File: config.mk
export PLATFORM = sky130hd
export DESIGN_NAME = mem_req_queue
export DESIGN_NICKNAME = d
export VERILOG_FILES = /design/src/rtl/mem_req_queue.sv
export SDC_FILE = /design/constraint.sdc
export NUM_CORES = 1
export LEC_CHECK = 0
export ABC_AREA = 1
export CAP_MARGIN = 15
export CORE_MARGIN = 2
export CORE_UTILIZATION = 55
export DETAILED_ROUTE_END_ITERATION = 10
export PLACE_DENSITY_LB_ADDON = 0.1
export SLEW_MARGIN = 20
export SYNTH_ARGS = -nofsm -noshare
export SYNTH_HDL_FRONTEND = slang
export SYNTH_SLANG_ARGS = --single-unit
File: constraint.sdc
create_clock -name clk -period 8.71 [get_ports clk]
set_input_delay 0.871 -clock clk [delete_from_list [all_inputs] [get_ports clk]]
set_output_delay 0.871 -clock clk [all_outputs]
set_load 0.02 [all_outputs]
File: src/rtl/mem_req_queue.sv
// mem_req_queue
//   In-order request queue sitting in front of the memory access unit. Buffers
//   load/store requests from execute, issues the head entry over the
//   order/accepted/done handshake (one request in flight at a time) and
//   returns load results tagged with their destination register.
//
// Ports
//   clk, rst                 clock, synchronous active-high reset
//   req_valid/req_ready      push handshake from execute (ready = not full)
//   req_io/address/data/tag  request fields (io: 1 = store, 0 = load)
//   order                    head entry presented to the memory unit
//   accepted                 memory unit took the head this cycle
//   done                     memory unit finished the in-flight request
//   io/address/i_data        head entry fields towards the memory unit
//   o_data                   load result from the memory unit (done cycle)
//   resp_valid/data/tag      registered one-cycle load completion
//   count                    occupied entries, including the in-flight head
module mem_req_queue #(
  parameter  int DEPTH  = 4,
  parameter  int WORD_W = 32,
  parameter  int TAG_W  = 5,
  localparam int AW     = $clog2(DEPTH)
) (
  input  logic              clk,
  input  logic              rst,
  input  logic              req_valid,
  output logic              req_ready,
  input  logic              req_io,
  input  logic [WORD_W-1:0] req_address,
  input  logic [WORD_W-1:0] req_data,
  input  logic [TAG_W-1:0]  req_tag,
  output logic              order,
  input  logic              accepted,
  input  logic              done,
  output logic              io,
  output logic [WORD_W-1:0] address,
  output logic [WORD_W-1:0] i_data,
  input  logic [WORD_W-1:0] o_data,
  output logic              resp_valid,
  output logic [WORD_W-1:0] resp_data,
  output logic [TAG_W-1:0]  resp_tag,
  output logic [AW:0]       count
);

  localparam logic S_IDLE = 1'b0;
  localparam logic S_WAIT = 1'b1;

  localparam logic [AW:0] CNT_FULL = (AW+1)'(DEPTH);

  logic              r_io   [DEPTH];
  logic [WORD_W-1:0] r_addr [DEPTH];
  logic [WORD_W-1:0] r_data [DEPTH];
  logic [TAG_W-1:0]  r_tag  [DEPTH];

  logic [AW-1:0] r_wr_ptr;
  logic [AW-1:0] r_rd_ptr;
  logic [AW:0]   r_count;
  logic          r_state;

  logic              r_resp_valid;
  logic [WORD_W-1:0] r_resp_data;
  logic [TAG_W-1:0]  r_resp_tag;

  logic w_full;
  logic w_empty;
  logic w_push;
  logic w_order;
  logic w_acc;
  logic w_pop;

  assign w_full  = (r_count == CNT_FULL);
  assign w_empty = (r_count == '0);
  assign w_push  = req_valid & ~w_full;
  assign w_order = (r_state == S_IDLE) & ~w_empty;
  // accepted without an outstanding order is a protocol error and is ignored
  assign w_acc   = accepted & w_order;
  // done only counts when something is actually in flight (or a store is
  // accepted and completed in the same cycle); stray done in IDLE is ignored
  assign w_pop   = done & ((r_state == S_WAIT) | w_acc);

  assign req_ready  = ~w_full;
  assign order      = w_order;
  assign io         = r_io[r_rd_ptr];
  assign address    = r_addr[r_rd_ptr];
  assign i_data     = r_data[r_rd_ptr];
  assign resp_valid = r_resp_valid;
  assign resp_data  = r_resp_data;
  assign resp_tag   = r_resp_tag;
  assign count      = r_count;

  // entry storage: written on push, never reset
  always_ff @(posedge clk) begin
    if (w_push) begin
      r_io[r_wr_ptr]   <= req_io;
      r_addr[r_wr_ptr] <= req_address;
      r_data[r_wr_ptr] <= req_data;
      r_tag[r_wr_ptr]  <= req_tag;
    end
  end

  // pointers, occupancy and issue state
  always_ff @(posedge clk) begin
    if (rst) begin
      r_wr_ptr <= '0;
      r_rd_ptr <= '0;
      r_count  <= '0;
      r_state  <= S_IDLE;
    end else begin
      if (w_push) r_wr_ptr <= r_wr_ptr + AW'(1);
      if (w_pop)  r_rd_ptr <= r_rd_ptr + AW'(1);
      case ({w_push, w_pop})
        2'b10:   r_count <= r_count + (AW+1)'(1);
        2'b01:   r_count <= r_count - (AW+1)'(1);
        default: r_count <= r_count;
      endcase
      case (r_state)
        S_IDLE:  if (w_acc && !done) r_state <= S_WAIT;
        S_WAIT:  if (done)           r_state <= S_IDLE;
        default:                     r_state <= S_IDLE;
      endcase
    end
  end

  // load response register: one-cycle pulse after a completed load
  always_ff @(posedge clk) begin
    if (rst) begin
      r_resp_valid <= 1'b0;
      r_resp_data  <= '0;
      r_resp_tag   <= '0;
    end else begin
      r_resp_valid <= w_pop & ~r_io[r_rd_ptr];
      if (w_pop && !r_io[r_rd_ptr]) begin
        r_resp_data <= o_data;
        r_resp_tag  <= r_tag[r_rd_ptr];
      end
    end
  end

endmodule

gate_families.png
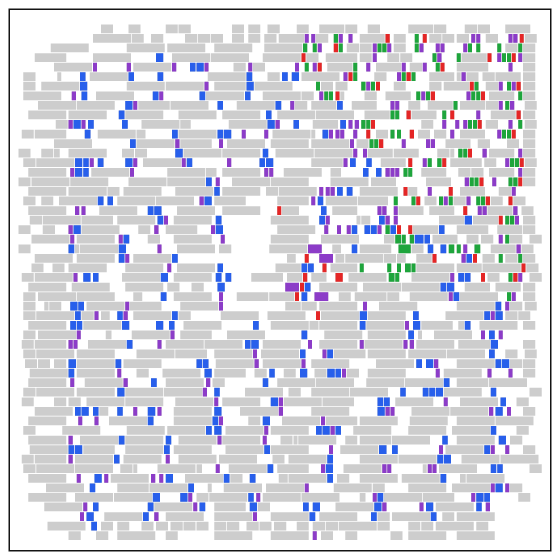
[purple] NOR gates | cells: 227 | where: all over the die
[red] inverters | cells: 54
[blue] inverting AOI/OAI gates | cells: 222 | where: all over the die
[green] NAND gates | cells: 90

met4.png
The bar under the picture is 50 um long.
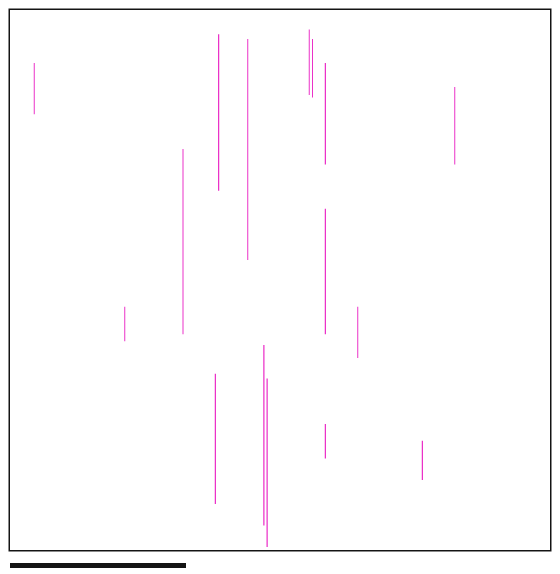
share of all routed wire: 1.8%
nets with wire on the layer: 12
wire length on this layer: 473 um
routed via count: 7960
final WL: 25650 um

final_congestion.png
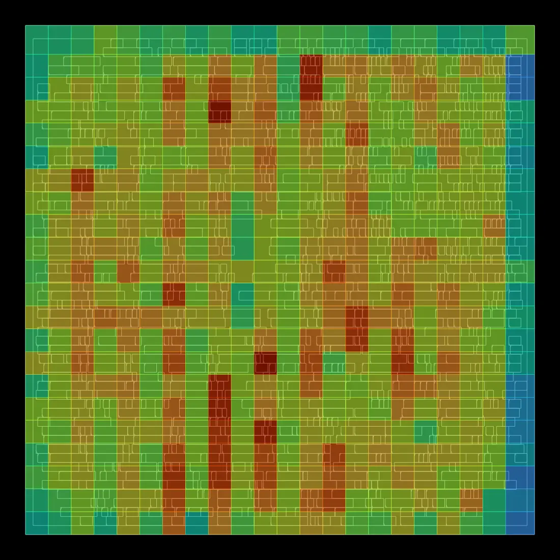
utilization after layout: 0.7225
gr usage total: 0.2134
met2 Use GR: 0.3520

metal_stack.png
Only two layers are drawn.
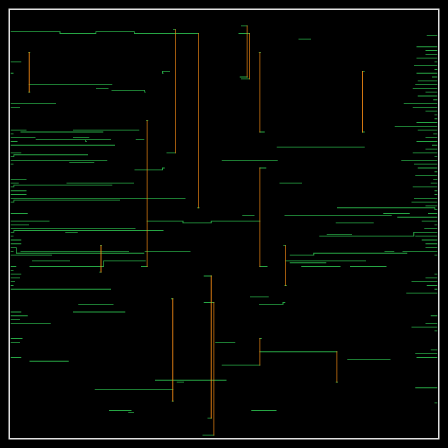
[green] met3 | wire length: 1920 um
[orange] met4 | wire length: 473 um

registers.png
The bar under the picture is 50 um long. Other sequential cells in the stronger gray, the rest of the logic in the fainter gray.
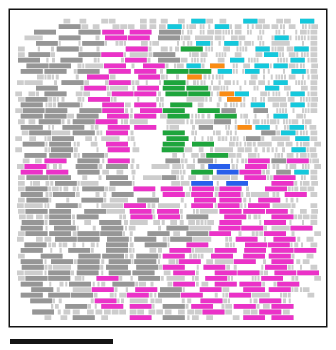
[blue] `r_io` | placed flops: 4
[cyan] `resp_data` | placed flops: 32 | where: north-east
[green] `r_tag` | placed flops: 20
[magenta] `r_addr` | placed flops: 128
[orange] `resp_tag` | placed flops: 5

==> reports/metrics.csv <==
stage,metric,value,unit
die,core_area,21890,um2
timing,final_hold_viol_count,0,
layout,nets,1304,
synthesis,synth_area_per_cell,12.50,um2
setup_path,rr_worst_depth,5,
hold_path,hold_path_end,r_state,
power_and_ir_drop,powerDensity,246.2,nW/um2
grt,grt-ovfl-total,0,
power_and_ir_drop,sequentialPower,1.84,mW
setup_path,r2r_slack,5900,ps
layout,inverters,54,
layout,lay_top_count,edfxtp_1,
drt,top_layer_used,met4,
drt,drtIter0Drc,489,
synthesis,synth.largest_area_cell,edfxtp_1,
grt,top_usage_layer,met2,
power_and_ir_drop,pwr-share-comb,0.156,
synthesis,synth.cell_area,12310,um2
timing,worst_pin_slew,940.9,ps
layout,fin_area,15820,um2
timing,fmax,243.5,MHz
synthesis,postSynthCellCount,985,
grt,grt_antenna_before_repair,0,
power_and_ir_drop,ir_drop,0.0002181,V
setup_path,crit_cells,5,
timing,min_period,4107,ps
layout,final-seq-area,9374,um2
timing,final-setup-viol-count,0,
synthesis,fp_nets,1098,
synthesis,simple_gate_area_frac,0.09728,
layout,nClkBuffers,45,
layout,fin_cells,1497,
synthesis,synth.comb.largest_family,simple AND/OR/NAND/NOR gates,
synthesis,edf_count,280,
power_and_ir_drop,power-top-group,registers,
die,die_x,153.6,um
grt,grt_first_pass_wirelength,39970,um
power_and_ir_drop,p_sw,0.9601,mW
cts,clock_latency,510,ps
layout,n_all_buffers,225,
power_and_ir_drop,clock_power_share,0.371,
layout,layout-area-overhead-vs-synth,28.48,%
layout,final_cell_mix,"edfxtp_1, nor2_1, clkdlybuf4s50_1",
cts,cts_htree_levels,2,
status,status,finished clean,
layout,seq_share,0.5927,
setup_path,worst_r2r_endpoint,r_tag[0][1],
synthesis,flop_cell,edfxtp_1,
power_and_ir_drop,p_int,2.934,mW
die,chip_area,23590,um2
layout,antenna_cells,0,
cts,cts.path.max_buffers,3,
cts,ctsHoldBuffers,0,
drt,m1WireLength,10950,um
hold_path,hold_start,r_state,
synthesis,fa_ha_area_frac,0.006709,
setup_path,worstSetupStartpointType,flop,
hold_path,min_path_type,flop to flop,
synthesis,ys_chip_area,12310,um2
drt,wire_per_inst,17.13,um
timing,finalSetupTns,0,ps
die,die_height,153.6,um
synthesis,synthAoiAreaFrac,0.09707,
synthesis,yosys_cells,985,
placed_design,port_buffers,214,
Power is estimated from default activity; no workload was simulated.
